<file path="src/rtl/hazard_ctrl_pkg.sv">
// Shared definitions for the pipeline hazard controller.
// Latency: n/a (types and constants only).
// Backpressure: n/a.
package hazard_ctrl_pkg;

  // Mult/div occupancy state: RUN while the counter is zero, MD_WAIT otherwise.
  typedef enum logic {
    RUN     = 1'b0,
    MD_WAIT = 1'b1
  } md_state_e;

  // MIPS $zero: never a real producer, so never a hazard source.
  localparam logic [4:0] REG_ZERO = 5'd0;

  // Default busy time of the mult/div unit and the counter width that covers 1..15.
  localparam int MD_LATENCY_DEF = 4;
  localparam int MD_CNT_W       = 4;

endpackage

</file>
<file path="src/rtl/hazard_ctrl_md_busy_timer.sv">
// Mult/div occupancy timer: accepts a start and counts the unit's busy cycles down.
// Latency: md_busy rises the cycle after the accepting edge, high for MD_LATENCY cycles.
// Backpressure: a start is only taken when idle, not stalled and not squashed by a branch.
module md_busy_timer
  import hazard_ctrl_pkg::*;
#(
  parameter int MD_LATENCY = MD_LATENCY_DEF
) (
  input  logic clock,
  input  logic reset,
  input  logic md_start,
  input  logic stall,
  input  logic branch_taken,
  output logic md_busy,
  output logic md_accept
);

  md_state_e            state_q, state_d;
  logic [MD_CNT_W-1:0]  md_cnt_q, md_cnt_d;

  // Next-state: load on accept, count down while waiting, return to RUN as the count hits zero.
  always_comb begin
    state_d   = state_q;
    md_cnt_d  = md_cnt_q;
    md_accept = md_start & ~stall & ~branch_taken & (state_q == RUN);
    case (state_q)
      RUN: begin
        if (md_accept) begin
          md_cnt_d = MD_CNT_W'(MD_LATENCY);
          state_d  = MD_WAIT;
        end
      end
      MD_WAIT: begin
        md_cnt_d = md_cnt_q - MD_CNT_W'(1);
        if (md_cnt_q == MD_CNT_W'(1)) begin
          state_d = RUN;
        end
      end
      default: begin
        state_d  = RUN;
        md_cnt_d = '0;
      end
    endcase
  end

  // State register; reset aborts any in-flight count at once.
  always_ff @(posedge clock or posedge reset) begin
    if (reset) begin
      state_q  <= RUN;
      md_cnt_q <= '0;
    end else begin
      state_q  <= state_d;
      md_cnt_q <= md_cnt_d;
    end
  end

  assign md_busy = (state_q == MD_WAIT);

endmodule

</file>
<file path="src/rtl/hazard_ctrl.sv">
// Hazard/stall controller: load-use, taken-branch flush and mult/div waits for the 5-stage pipe.
// Latency: all control outputs are combinational, same cycle as the inputs.
// Backpressure: stall freezes PC and IF/ID and bubbles ID/EX; a taken branch overrides the stall.
module hazard_ctrl
  import hazard_ctrl_pkg::*;
#(
  parameter int MD_LATENCY  = MD_LATENCY_DEF,
  parameter int STALL_CNT_W = 16
) (
  input  logic                   clock,
  input  logic                   reset,
  input  logic [4:0]             id_rs,
  input  logic [4:0]             id_rt,
  input  logic                   id_uses_rt,
  input  logic                   id_md_start,
  input  logic                   id_md_use,
  input  logic                   ex_mem_read,
  input  logic [4:0]             ex_rt,
  input  logic                   ex_branch_taken,
  output logic                   pc_write,
  output logic                   if_id_write,
  output logic                   if_id_flush,
  output logic                   id_ex_bubble,
  output logic                   md_busy,
  output logic [STALL_CNT_W-1:0] stall_cycles
);

  logic load_use;
  logic md_hold;
  logic stall;
  logic md_busy_int;
  logic md_accept;
  logic [STALL_CNT_W-1:0] stall_cycles_q, stall_cycles_d;

  md_busy_timer #(
    .MD_LATENCY (MD_LATENCY)
  ) u_md_busy_timer (
    .clock        (clock),
    .reset        (reset),
    .md_start     (id_md_start),
    .stall        (stall),
    .branch_taken (ex_branch_taken),
    .md_busy      (md_busy_int),
    .md_accept    (md_accept)
  );

  // Hazard detection: a load feeding an ID source, or an ID mult/div access while the unit is busy.
  always_comb begin
    load_use = ex_mem_read & (ex_rt != REG_ZERO) &
               ((ex_rt == id_rs) | (id_uses_rt & (ex_rt == id_rt)));
    md_hold  = md_busy_int & (id_md_start | id_md_use);
    stall    = load_use | md_hold;
  end

  // Pipeline control: reset holds a flushed pipe, then branch beats stall beats normal flow.
  always_comb begin
    pc_write     = 1'b1;
    if_id_write  = 1'b1;
    if_id_flush  = 1'b0;
    id_ex_bubble = 1'b0;
    if (reset) begin
      pc_write     = 1'b0;
      if_id_write  = 1'b0;
      if_id_flush  = 1'b1;
      id_ex_bubble = 1'b1;
    end else if (ex_branch_taken) begin
      if_id_flush  = 1'b1;
      id_ex_bubble = 1'b1;
    end else if (stall) begin
      pc_write     = 1'b0;
      if_id_write  = 1'b0;
      id_ex_bubble = 1'b1;
    end
  end

  // Stall-cycle counter: counts only stalls that actually hold the pipe, saturating at all-ones.
  always_comb begin
    stall_cycles_d = stall_cycles_q;
    if (stall && !ex_branch_taken && (stall_cycles_q != {STALL_CNT_W{1'b1}})) begin
      stall_cycles_d = stall_cycles_q + STALL_CNT_W'(1);
    end
  end

  // Counter register.
  always_ff @(posedge clock or posedge reset) begin
    if (reset) begin
      stall_cycles_q <= '0;
    end else begin
      stall_cycles_q <= stall_cycles_d;
    end
  end

  assign md_busy      = md_busy_int;
  assign stall_cycles = stall_cycles_q;

endmodule

</file>
<file path="config.mk">
export PLATFORM = sky130hd
export DESIGN_NAME = hazard_ctrl
export DESIGN_NICKNAME = d
export VERILOG_FILES = /design/src/rtl/hazard_ctrl_pkg.sv /design/src/rtl/hazard_ctrl_md_busy_timer.sv /design/src/rtl/hazard_ctrl.sv
export SDC_FILE = /design/constraint.sdc
export NUM_CORES = 1
export LEC_CHECK = 0
export CAP_MARGIN = 20
export CORE_MARGIN = 4
export CORE_UTILIZATION = 32
export CTS_BUF_LIST = sky130_fd_sc_hd__clkbuf_2
export DETAILED_ROUTE_END_ITERATION = 10
export HOLD_SLACK_MARGIN = 0.12
export MAX_ROUTING_LAYER = met4
export PLACE_DENSITY = 0.72
export SYNTH_ARGS = -nofsm -noshare
export SYNTH_HDL_FRONTEND = slang
export SYNTH_HIERARCHICAL = 1
export SYNTH_SLANG_ARGS = --single-unit
</file>
<file path="constraint.sdc">
create_clock -name clock -period 3.4 [get_ports clock]
set_input_delay 0.68 -clock clock [delete_from_list [all_inputs] [get_ports clock]]
set_output_delay 0.68 -clock clock [all_outputs]
set_load 0.01 [all_outputs]
</file>
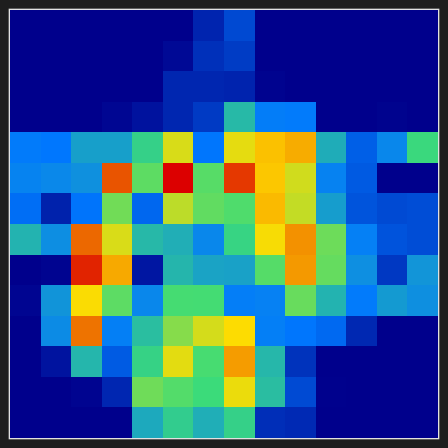
Figure 1: run 1, wiring heat map.
The die is cut into 14 by 14 equal tiles; dark blue is low, red is high, scaled to the fullest tile. Values are wire area over tile area, all layers added.
21% of the tiles are over half the peak. 36% of the tiles are nearly empty. The fullest tile reaches 0.36. The emptiest ninth of the die: north-west. The densest ninth of the die: center.

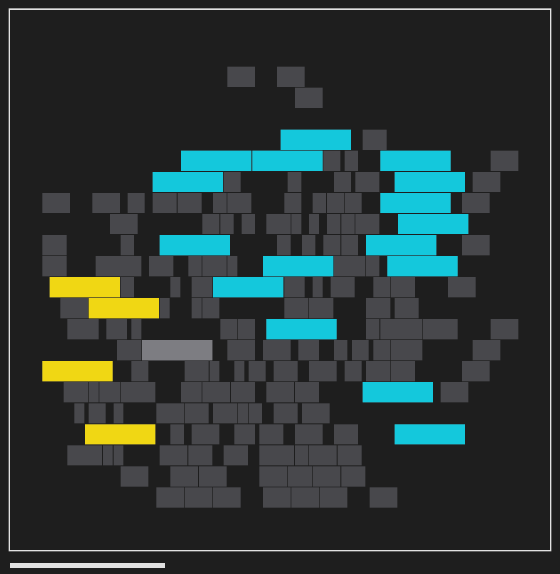
Figure 2: run 1, sequential cells grouped by signal name.
Bar = 20 um. Other sequential cells in the stronger gray, the rest of the logic in the fainter gray.
Key: yellow = u_md_busy_timer/md_cnt_q [sequential cells 4, where west]; cyan = stall_cycles [sequential cells 16]

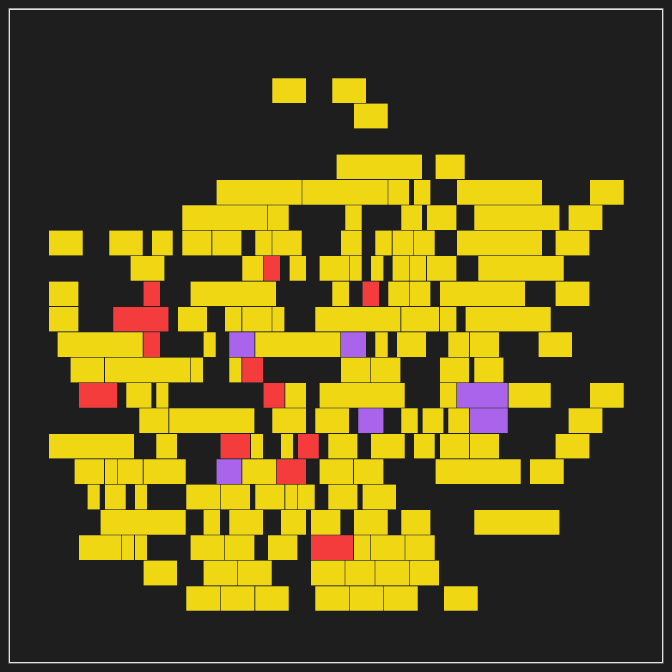
Figure 3: run 1, drive-strength map.
Key: purple = drive 3 to 4 [cells 6, share 3.6%]; yellow = drive 1 or less [cells 148, share 89%]; red = drive 2 [cells 12, share 7.2%]

==> qor.txt, run 1 <==
met2 routing resource usage after global routing - 20.5%
DIE AREA - 4880 um^2
cell count after placement - 210
Buf/Inv on CP - 3
buffer cell driving the clock tree root - clkbuf_2
most frequent cells in the layout - clkdlybuf4s50_1, dfrtp_1, xor2_1, xnor2_1, nand3_1
clk cell area share - 1.16%
TritonCTS sink count - 21
final design area excluding fillers - 1730 um^2
max reg flops - 16
CP max-delay cell - or4_1
required arrival time at the worst endpoint - 2.72 ns
TritonCTS clock tree - done
min Tclk post-route - 3.30 ns
Clock group - 104 uW
clock buffer count from CTS - 3
number of global-route vias before repair - 1079
max-slew violation total from the final report - 0
count of maximum capacitance violations - 0
detail-routed via count per cell - 4.82
routed length on met1 - 1.33 mm
number of clock buffer instances in the layout - 3
Total Routing Usage GR - 12.4%
seq pwr - 405 uW
violation tally from detailed-route iteration zero - 77
dominant logic cell type in the layout - clkdlybuf4s50_1
reported leakage power - 0.744 nW
area of the core region - 3690 um^2
post-CTS sizing - 4
clock network power share - 11.7%
Routed Antenna Nets - 0
Post-Route Setup TNS - 0 ns
Avg Cell Area, Syn - 10.3 um^2
layout buffering overhead excluding clock cells - 25.8%
worst hold slack across all endpoints - 0.516 ns
largest driver fanout on the critical path - 3
number of antenna violations at the first check in global routing - 0
run status - complete, no violations
Multi-input gate area - 656 um^2
Late-Pin Clk Latency - 0.33 ns
sequential power share - 45.5%
switching power summed over all nets - 334 uW
ANT cells - 0
number of flip-flops and latches - 21
end point of the most critical hold path - stall_cycles[12]$_DFFE_PP0P_
part of the power in combinational logic - 42.8%
critical path capture point - id_ex_bubble
CP Capture Type - output port
final core occ - 46.9%
source of the critical timing path - ex_rt[1]
Storage cell area - 526 um^2
Fmax - 0.303 GHz
count of non-filler cells in the finished layout - 214
power density over the cells - 515 nW/um^2
worst r2r dst - stall_cycles[1]$_DFFE_PP0P_
Wirelength per Cell - 13.5 um
CTS clock-pin slew for the worst setup and hold paths - 0.21 ns
Gate Count Post-Synth - 119
type of element launching the critical path - input port
flop share of the area - 30.4%
GRT overflow - 0
nonclk buf count - 46
number of non-clock inverters in the layout - 6
top routing layer in use - met4
number of detailed-routing iterations run before antenna repair - 4
beginning of the worst hold path - stall_cycles[12]$_DFFE_PP0P_
slew at the pin closest to its max-slew limit - 0.592 ns
largest cell class by area - multi-input combinational cells
Crit path largest cell delay - 0.53 ns
Combinational Power - 381 uW
Post-CTS Setup Inserts - 0
Post-Synthesis Net Count - 144
total of warnings raised by yosys - 6
core utilization at floorplan - 33.2%
worst-case clock buffer depth - 2
global routing met1 resource utilization - 15.5%
CP delay by family, top - buffers and inverters
cts-stage hold buffer count - 0
FF-to-FF path depth - 6
normalized max-slew margin - 60.5%
minimum setup slack among reg-to-reg paths - 1.39 ns
final HPWL from detailed placement - 2.31 mm
combined area of all synthesized cells - 1220 um^2
level count of the clock H-tree - 1
Hold WC Path Type - reg2reg
Post-Route WL - 2.90 mm
Design Power - 891 uW
final setup slack of the worst path - 0.0999 ns
Met3 Routed Length - 138 um
## Run 2: what changed since run 1
--- a/config.mk
+++ b/config.mk
@@ -5,6 +5,7 @@
 export SDC_FILE = /design/constraint.sdc
 export NUM_CORES = 1
 export LEC_CHECK = 0
+export ABC_CLOCK_PERIOD_IN_PS = 3400
 export CAP_MARGIN = 20
 export CORE_MARGIN = 4
 export CORE_UTILIZATION = 32
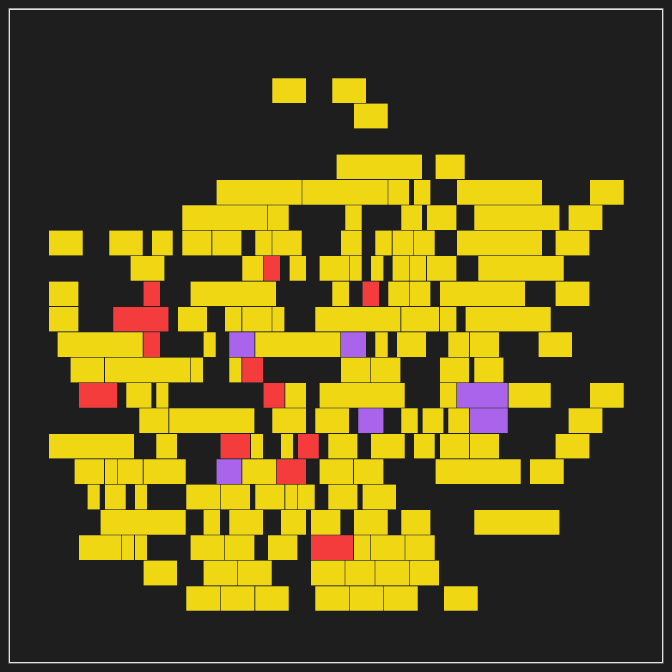
Figure 4: run 2, drive-strength map.
Key: yellow = drive 1 or less [cells 148, share 89%]; red = drive 2 [cells 12, share 7.2%]; purple = drive 3 to 4 [cells 6, share 3.6%]

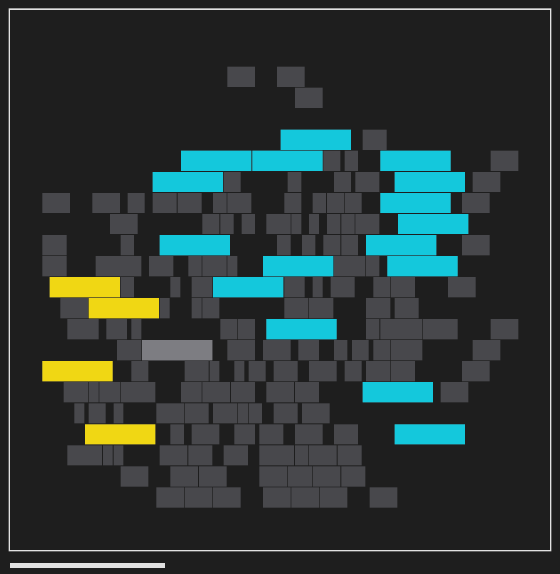
Figure 5: run 2, sequential cells grouped by signal name.
Bar = 20 um. Other sequential cells in the stronger gray, the rest of the logic in the fainter gray.
Storage cell area: 526 um^2
final core occ: 46.9%
seq pwr: 405 uW
flop share of the area: 30.4%

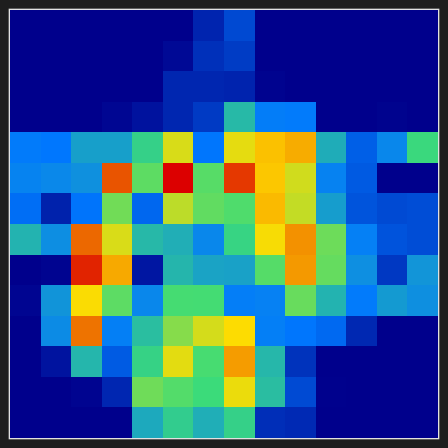
Figure 6: run 2, wiring heat map.
The die is cut into 14 by 14 equal tiles; dark blue is low, red is high, scaled to the fullest tile. Values are wire area over tile area, all layers added.
The fullest tile reaches 0.36. The mean over all tiles is 0.093. The emptiest ninth of the die: north-west. 21% of the tiles are over half the peak. The densest ninth of the die: center. 36% of the tiles are nearly empty.

==> qor.txt, run 2 <==
most frequent cells in the layout - clkdlybuf4s50_1, dfrtp_1, xor2_1, xnor2_1, nand3_1
run status - complete, no violations
type of element launching the critical path - input port
max reg flops - 16 (unchanged)
number of clock buffer instances in the layout - 3 (unchanged)
Buf/Inv on CP - 3 (unchanged)
detail-routed via count per cell - 4.82 (unchanged)
met2 routing resource usage after global routing - 20.5% (unchanged)
clock buffer count from CTS - 3 (unchanged)
violation tally from detailed-route iteration zero - 77 (unchanged)
largest cell class by area - multi-input combinational cells
critical path capture point - id_ex_bubble
normalized max-slew margin - 60.5% (unchanged)
level count of the clock H-tree - 1 (unchanged)
dominant logic cell type in the layout - clkdlybuf4s50_1
min Tclk post-route - 3.30 ns (unchanged)
Post-Route WL - 2.90 mm (unchanged)
slew at the pin closest to its max-slew limit - 0.592 ns (unchanged)
CP delay by family, top - buffers and inverters
top routing layer in use - met4
post-CTS sizing - 4 (unchanged)
number of non-clock inverters in the layout - 6 (unchanged)
DIE AREA - 4880 um^2 (unchanged)
worst r2r dst - stall_cycles[1]$_DFFE_PP0P_
cts-stage hold buffer count - 0 (unchanged)
combined area of all synthesized cells - 1220 um^2 (unchanged)
routed length on met1 - 1.33 mm (unchanged)
Met3 Routed Length - 138 um (unchanged)
GRT overflow - 0 (unchanged)
TritonCTS sink count - 21 (unchanged)
number of detailed-routing iterations run before antenna repair - 4 (unchanged)
FF-to-FF path depth - 6 (unchanged)
global routing met1 resource utilization - 15.5% (unchanged)
worst hold slack across all endpoints - 0.516 ns (unchanged)
Combinational Power - 381 uW (about the same)
area of the core region - 3690 um^2 (unchanged)
end point of the most critical hold path - stall_cycles[12]$_DFFE_PP0P_
count of maximum capacitance violations - 0 (unchanged)
Post-Synthesis Net Count - 144 (unchanged)
Avg Cell Area, Syn - 10.3 um^2 (unchanged)
power density over the cells - 515 nW/um^2 (unchanged)
Routed Antenna Nets - 0 (unchanged)
Total Routing Usage GR - 12.4% (unchanged)
number of flip-flops and latches - 21 (unchanged)
Late-Pin Clk Latency - 0.33 ns (about the same)
Hold WC Path Type - reg2reg
core utilization at floorplan - 33.2% (unchanged)
TritonCTS clock tree - done
Crit path largest cell delay - 0.53 ns (about the same)
ANT cells - 0 (unchanged)
final setup slack of the worst path - 0.0999 ns (unchanged)
total of warnings raised by yosys - 6 (unchanged)
Post-Route Setup TNS - 0 ns (unchanged)
Fmax - 0.303 GHz (unchanged)
CP Capture Type - output port
number of antenna violations at the first check in global routing - 0 (unchanged)
## Run 3: what changed since run 2
--- a/config.mk
+++ b/config.mk
@@ -7,6 +7,7 @@
 export LEC_CHECK = 0
 export ABC_CLOCK_PERIOD_IN_PS = 3400
 export CAP_MARGIN = 20
+export CORE_ASPECT_RATIO = 1.2
 export CORE_MARGIN = 4
 export CORE_UTILIZATION = 32
 export CTS_BUF_LIST = sky130_fd_sc_hd__clkbuf_2
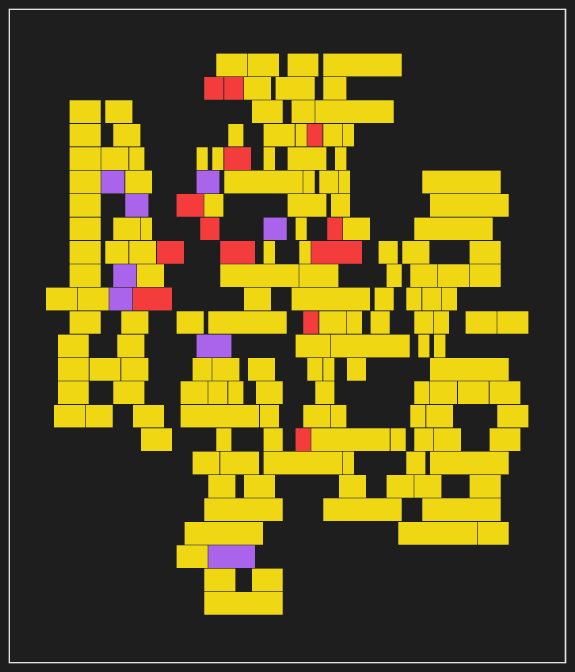
Figure 7: run 3, drive-strength map.
nonclk buf count: 48
signed area change from the synthesized netlist to the final layout: 44.0%
final setup slack of the worst path: 0.185 ns

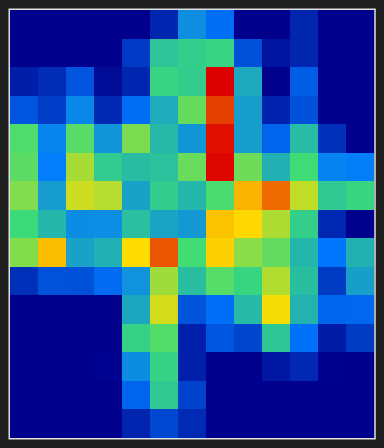
Figure 8: run 3, wiring heat map.
The die is cut into 13 by 15 equal tiles; dark blue is low, red is high, scaled to the fullest tile. Values are wire area over tile area, all layers added.
Post-Route WL: 2.96 mm
total number of vias: 1081
Total Routing Usage GR: 13.5%

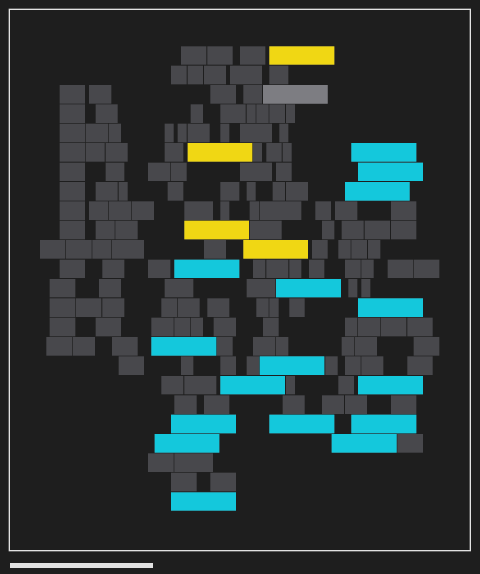
Figure 9: run 3, sequential cells grouped by signal name.
Bar = 20 um. Other sequential cells in the stronger gray, the rest of the logic in the fainter gray.
flop share of the area: 29.8%
final core occ: 48.1%

==> qor.txt, run 3 <==
post-route DRC violation count - 0
TritonCTS sink count - 21 (unchanged)
CP Capture Type - output port
fillcell total - 377
OpenROAD warning count - 27
max reg flops - 16 (unchanged)
worst-case setup slack after placement - -0.0593 ns
clock buffer count from CTS - 3 (unchanged)
Fmax - 0.311 GHz (+2.7%)
TAP cells - 52
type of element launching the critical path - input port
source of the critical timing path - ex_rt[3]
number of non-clock inverters in the layout - 6 (unchanged)
run status - complete, no violations
TritonCTS clock tree - done
beginning of the worst hold path - stall_cycles[10]$_DFFE_PP0P_
Met3 Routed Length - 140 um (+1.4%)
DIE AREA - 4880 um^2 (about the same)
Crit path arrival time - 2.53 ns
Combinational Power - 392 uW (+3%)
area after detailed placement - 1730 um^2
number of global-route vias before repair - 1117
CP max-delay cell - clkdlybuf4s50_1
largest driver fanout on the critical path - 2
largest cell class by area - multi-input combinational cells
area of the core region - 3660 um^2 (-0.68%)
part of the power in combinational logic - 43.5%
level count of the clock H-tree - 1 (unchanged)
worst r2r dst - stall_cycles[1]$_DFFE_PP0P_
number of antenna violations at the first check in global routing - 0 (unchanged)
Avg Cell Area, Syn - 10.3 um^2 (unchanged)
buffer cell driving the clock tree root - clkbuf_2
Die Wd - 64.5 um
Post-Route Setup TNS - 0 ns (unchanged)
dominant logic cell type in the layout - clkdlybuf4s50_1
critical path capture point - id_ex_bubble
switching power summed over all nets - 336 uW
Crit path largest cell delay - 0.48 ns (-0.05 ns)
total of warnings raised by yosys - 6 (unchanged)
combined area of all synthesized cells - 1220 um^2 (unchanged)
Post-CTS Setup Inserts - 0
CP delay by family, top - buffers and inverters
top routing layer in use - met4
Buf/Inv on CP - 4 (+1)
Hold WC Path Type - reg2reg
seq pwr - 403 uW (about the same)
first-pass GRT wire length - 4.97 mm
Top power group - sequential cells
Post-Synthesis Net Count - 144 (unchanged)
clock network power share - 11.8%
met2 routing resource usage after global routing - 25.2% (+4.8 points)
maximum vdd ir drop - 0.136 mV
number of flip-flops and latches - 21 (unchanged)
final design area excluding fillers - 1760 um^2
cts-stage hold buffer count - 0 (unchanged)
power density over the cells - 512 nW/um^2 (-0.59%)
met2 WL post-DR - 1.61 mm
grt peak-use layer - met2
number of clock buffer instances in the layout - 4 (+1)
post-CTS sizing - 2 (-2)
min Tclk post-route - 3.21 ns (-0.0852 ns)
core utilization at floorplan - 33.4% (+0.23 points)
Storage cell area - 526 um^2 (unchanged)
slew at the pin closest to its max-slew limit - 0.625 ns (+0.0334 ns)
Late-Pin Clk Latency - 0.33 ns (about the same)
FF-to-FF path depth - 6 (unchanged)
RD Place Congestion - 0.759
worst hold slack across all endpoints - 0.510 ns (-0.00528 ns)
end point of the most critical hold path - stall_cycles[10]$_DFFE_PP0P_
cell count after placement - 216
global routing met1 resource utilization - 13.7% (-1.8 points)
routed length on met1 - 1.16 mm (-13%)
violation tally from detailed-route iteration zero - 62 (-19%)
normalized max-slew margin - 58.3% (-2.2 points)
clock skew after layout - 0.0144 ns
most frequent cells in the layout - clkdlybuf4s50_1, dfrtp_1, xor2_1, xnor2_1, nand3_1
ANT cells - 0 (unchanged)
detail-routed via count per cell - 4.91 (+1.9%)
Pint - 565 uW
reported leakage power - 0.774 nW
number of detailed-routing iterations run before antenna repair - 4 (unchanged)
GRT overflow - 0 (unchanged)
count of maximum capacitance violations - 0 (unchanged)
hold violation count in the final report - 0
Routed Antenna Nets - 0 (unchanged)
Power is estimated from default activity; no workload was simulated.
